Figure 1. Routed metal, one colour a layer (run 1).
(2 px per micron)
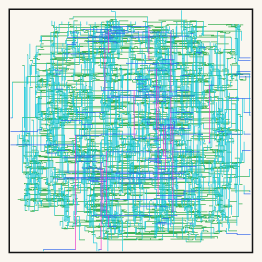
Figure 2. Ports around the boundary (run 1).
(3 px per micron) Pins as bars across the die edge, other pins in grey.
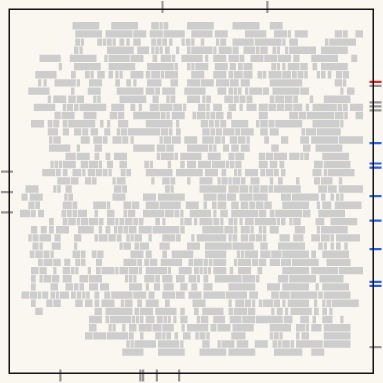
Figure 3. The clock network (run 1).
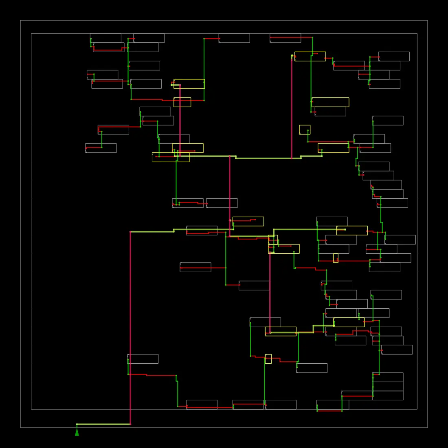
Figure 4. Placement by cell class (run 1).
(2 px per micron)
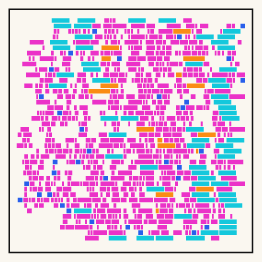
Design idct4_stream, sky130hd; sources not shown.
==> results.toml, run 1 <==
# implementation run metrics
[synthesis]
edf_count = 0
synth-area-yosys_sq_um = 7520
ys_sh_mux_pct = 4.110
synthXorXnorAreaFrac_pct = 5.474
yosysTopAreaCell = "dfrtp_1"
compound_area_share_pct = 21.16
syn_avg_cell_area_sq_um = 8.764
syn_inst = 858
ys_cells = 858
numSynthFlops = 63
synthTopCellsByArea = "dfrtp_1 21%, ha_1 15%, fa_1 11%"
synth_seq_share_pct = 20.97
yosysWarnings = 0
top_cell_area_share_pct = 20.97
adder_share_pct = 27.25
synth_cell_types = 77
ff_type = "dfrtp_1"
mappedNetlistArea_sq_um = 7520
ys_sh_simple_pct = 14.43
syn_nets = 1004
topCombFamilyByArea = "adder cells"
async_flop_share_pct = 100.0

[sta]
fin_skew_ns = 0.01074
max_freq_mhz = 249.6
tns_ns = 0
maxSlewHeadroom_pct = 38.19
post-route-min-period_ns = 4.006
finalHoldWorstSlack_ns = 0.1876
maxSlewViolCount = 0
rsz0062_at_grt = "no"
period_used_pct = 94.94
setup_viol = 0
hold_viol_final = 0
tightest_slew_ns = 0.9193

[routing]
via_per_inst = 6.115
drtIter0Drc = 670
ant_nets = 0
drc = 0
first_pass_iters = 7

[global_routing]
grt_max_degree = 64
grt_pass1_wl_mm = 34.49
grt_overflow_total = 0
grt_pass1_vias = 6551
antenna_found_initial = 0

[place]
place.gp.congestion = 1.016
place_area_sq_um = 7889
dp_hpwl_mm = 17.20

[cts]
cts_buffer_depth = 2
cts_root_buf = "clkbuf_16"
cts_tree = "done"
path_clk_slew_ns = 0.06
htree_levels = 3
cts_setup_buffers = 0

[finish]
drive_gt1_share_pct = 9.556
syn_to_final_growth_pct = 9.351
largest_reg_flops = 32
mostFrequentLayoutCell = "inv_1"
fin_area_sq_um = 8223
lay_top_cells = "98 x inv_1, 91 x ha_1, 74 x nand2_1"
diodes = 0
nets = 1020

[outcome]
outcome = "completed"

[job]
warnings = 63
drv_cap = 0

[floorplan]
initCoreUtil_pct = 58.87
dieArea_sq_um = 14610
io_pins = 24

[worst_setup_path]
required_ns = 4.46
critPathKind = "input port to flip-flop"
reg2reg_depth = 16
worst-path-max-fanout = 7
worstSetupStartpointType = "input port"
cp.arrival_ns = 4.25
reg2reg_setup_slack_ns = 0.28
worstSetupEndpointType = "flip-flop"

[worst_hold_path]
hp-class = "input port to asynchronous set/reset pin"
Notes on Figure 1 above:
met1 -> green  # wire length 9020 microns
met3 -> blue  # wire length 1310 microns
met4 -> magenta  # wire length 473 microns
met2 -> cyan  # wire length 10300 microns
Vias: 6427
routed len/inst: 20.08 microns
GRT Util Overall: 31.09%
Total Wirelength: 21.10 mm

Notes on Figure 2 above:
`m_data` -> blue  # pins 8, direction output, edge right
`s_ready` -> red  # pins 1, direction output, edge right
all pins by edge = 14 right, 5 bottom, 3 left, 2 top
DIE HEIGHT: 120.9 microns
I/O Buffers: 0
chip width: 120.9 microns

Notes on Figure 3 above:
Clock Latency Late Sink: 0.35 ns
CTS Buf Count: 9
clock sinks: 63

Notes on Figure 4 above:
other buffers and delay cells -> blue  # cells 34, share of their area 3.2%
clock drivers and dummy loads -> orange  # cells 16, share of their area 4.0%
all other logic -> magenta  # cells 766, share of their area 73%
flip-flops -> cyan  # cells 63, share of their area 20%
core area: 12770 sq um
Site Rows: 41
sequential cell area share: 19.19%

run 1: final cells by class:
type | instances | area, sq um
well taps | 172 | 215.2
clock inverters | 5 | 81.33
fillers | 1038 | 4551
clock buffers | 11 | 242.7
inverters | 100 | 379.1
multi-input cells | 666 | 5472
repair buffers | 34 | 255.2
flip-flops and latches | 63 | 1578
run 1: cell usage after synthesis, types with 11 or more instances:
cell,n
clkbuf_1,25
fa_1,42
o21ai_0,57
a21o_1,11
xor2_1,15
nor3_1,19
ha_1,91
o21bai_1,15
a21oi_1,57
dfrtp_1,63
nand2_1,74
inv_1,99
a31oi_1,14
nor2b_1,13
xnor2_1,32
nor2_1,46
nand2b_1,15
run 1: metal layers:
metal	up-vias	routed length, microns	GRT usage, %	part of all wire (%)
met3	37	1314	5.035	6.2
met5	-	0	-	0
met1	3137	9017	40.30	43
li1	3032	-	-	-
met4	0	472	8.003	2.2
met2	221	10300	51.20	49
run 1: repair_timing:
action | CTS | global route
resized | 0 | 3
hold buffers | 0 | 0
endpoints found under the setup margin | 0 | 12
run 1: through the flow:
stage	std cells	util [%]	worst slack (ns)
after floorplan	858	-	0.02380
after global placement	1035	61.76	-0.05695
after detailed placement	1035	61.76	-0.1341
after CTS	1051	64.30	0.2251
after global routing	1051	64.37	0.006815
final	1051	64.37	0.2137
run 1: worst max-delay path: stages:
cell and delay (ns):
clkinvlp_4 0.08, fa_1 0.54, inv_1 0.05, fa_1 0.51, ha_1 0.18, inv_1 0.06, fa_1 0.38, nand2b_4 0.17
buf_4 0.14, a21oi_1 0.19, o21a_1 0.15, or4_1 0.10, a21oi_1 0.06, a2111o_1 0.52, a311oi_1 0.27
run 1: kinds of logic after synthesis:
family	after synthesis
flip-flops	63
adder cells (fa/ha/maj)	140
AND-OR/OR-AND	242
AND/OR/NAND/NOR	216
other	1
buffers and inverters	129
XOR/XNOR	47
multiplexers	20
Figure 5. Placement density heat map (run 1).
(3 px per micron) 12 x 12 tiles, from black (low) to pale yellow (high), 0 to 100% covered.
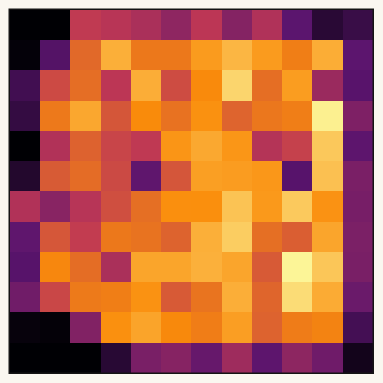

--- run 2 (diff from run 1) ---
==> constraint.sdc (replaced) <==
create_clock -name ap_clk -period 4.22 [get_ports ap_clk]
set_input_delay 0.844 -clock ap_clk [delete_from_list [all_inputs] [get_ports ap_clk]]
set_output_delay 0.844 -clock ap_clk [all_outputs]
set_load 0.02 [all_outputs]
Figure 6. Placement density heat map (run 2).
(3 px per micron) 12 x 12 tiles, from black (low) to pale yellow (high), 0 to 100% covered.
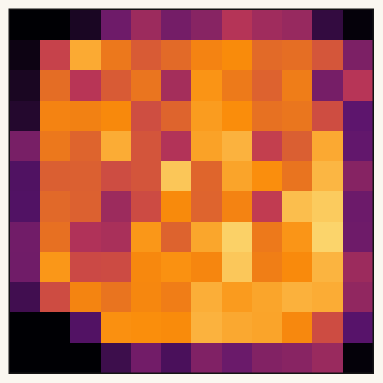
nearly empty tiles = 6.2%
densest ninth of the die = centre
tiles over 75% full = 23%
mean over tiles = 55%
Core Density at Floorplan: 58.87%
final design utilization: 63.95%

Figure 7. Routed metal, one colour a layer (run 2).
(2 px per micron)
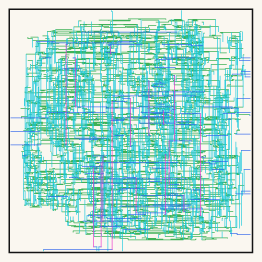
met4 -> magenta  # wire length 486 microns
met2 -> cyan  # wire length 10200 microns
met3 -> blue  # wire length 1200 microns
met1 -> green  # wire length 9150 microns
Vias: 6399
Total Wirelength: 21.02 mm
routed len/inst: 20.06 microns

==> results.toml, run 2 <==
# implementation run metrics
[synthesis]
top_cell_area_share_pct = 20.97
mappedNetlistArea_sq_um = 7520
topCombFamilyByArea = "adder cells"
synth_cell_types = 77
compound_area_share_pct = 21.16
yosysWarnings = 0
yosysTopAreaCell = "dfrtp_1"
syn_avg_cell_area_sq_um = 8.764
syn_nets = 1004
synthXorXnorAreaFrac_pct = 5.474
top_cell = "inv_1"
synth_seq_share_pct = 20.97
async_flop_share_pct = 100.0
numSynthFlops = 63
ys_sh_mux_pct = 4.110
ys_cells = 858
top_cells_by_count = "99 x inv_1, 91 x ha_1, 74 x nand2_1"
adder_share_pct = 27.25
synthTopCellsByArea = "dfrtp_1 21%, ha_1 15%, fa_1 11%"
syn_inst = 858
ys_sh_simple_pct = 14.43
ff_type = "dfrtp_1"

[routing]
drc = 0
ant_nets = 0
via_per_inst = 6.106

[worst_setup_path]
cp.arrival_ns = 4.28
reg2reg_setup_slack_ns = 0.22
critPathKind = "input port to flip-flop"
worstSetupEndpointType = "flip-flop"
worst-path-max-fanout = 7
worstSetupStartpointType = "input port"
required_ns = 4.45
reg2reg_depth = 15

[global_routing]
antenna_found_initial = 0
grt_max_degree = 64
grt_use_total_pct = 31.13
grt_pass1_wl_mm = 34.54
grt_overflow_total = 0
grt_pass1_vias = 6591

[sta]
setup_viol = 0
rsz0062_at_grt = "no"
fin_skew_ns = 0.01473
tns_ns = 0
maxSlewHeadroom_pct = 38.59
maxSlewViolCount = 0
post-route-min-period_ns = 4.046
fin_ws_ns = 0.1743
hold_viol_final = 0
tightest_slew_ns = 0.9133

[cts]
clock_latency_ns = 0.34
htree_levels = 3
cts_setup_buffers = 0
cts_tree = "done"
cts_hold_buf = 0
cts-resized-gates = 0
path_clk_slew_ns = 0.07
clock_sinks = 63

[finish]
lay_top_cells = "98 x inv_1, 91 x ha_1, 74 x nand2_1"
syn_to_final_growth_pct = 8.636
diodes = 0
stdcell_count = 1048
nets = 1018
drive_gt1_share_pct = 9.247
largest_reg_flops = 32

[floorplan]
dieArea_sq_um = 14610
placeableCoreArea_sq_um = 12770
row_count = 41
io_pins = 24

[place]
dp_hpwl_mm = 16.96
dp.cells = 1033
io_buffers = 0
place.gp.congestion = 1.014
dp_slack_ns = -0.1895

[outcome]
outcome = "completed"

[job]
warnings = 63
drv_cap = 0

[worst_hold_path]
hp-class = "input port to asynchronous set/reset pin"
[run 2: cell counts after synthesis]
No cell type changed its count.
[run 2: cells by family after synthesis]
| family | count (synthesis) |
|---|---|
| AOI/OAI and AO/OA | 242 |
| and+or+nand+nor | 216 |
| adders and majority gates | 140 |
| buffers and inverters | 129 |
| DFF | 63 |
| xor gates and xnor gates | 47 |
| muxes | 20 |
| other | 1 |
[run 2: worst max-delay path: stages]
cell	delay, ns
clkinvlp_4	0.08
fa_1	0.54
inv_1	0.05
fa_1	0.51
ha_1	0.17
inv_1	0.06
fa_1	0.40
nand2b_4	0.17
buf_4	0.14
a21oi_1	0.23
o21a_1	0.16
or4_1	0.10
a21oi_1	0.06
a2111o_1	0.48
a311oi_1	0.29
[run 2: routing by layer]
layer / track usage (%) / wire [microns] / share of wire (%) / vias to the layer above
met3: 4.336 / 1196 / 5.7 / 37
met1: 40.62 / 9154 / 44 / 3129
li1: - / - / - / 3022
met5: - / 0 / 0 / -
met4: 8.853 / 485 / 2.3 / 0
met2: 51.06 / 10180 / 48 / 211
[run 2: final cells by class]
| class | instances | area [sq um] |
|---|---|---|
| inverter | 100 | 379.1 |
| clock inverter | 5 | 60.06 |
| sequential | 63 | 1579 |
| fill | 1083 | 4604 |
| multi-input combinational | 666 | 5466 |
| clock buffer | 10 | 229.0 |
| tap | 172 | 215.2 |
| timing repair buffer | 32 | 240.2 |
[run 2: per-stage QoR]
stage	cell area, sq um	hold WS (ns)
floorplan	7536	0.4438
CTS	8163	0.1860
finish	8169	0.1888
global placement	7874	0.4590
detailed placement	7874	0.4703
global route	8169	0.1754
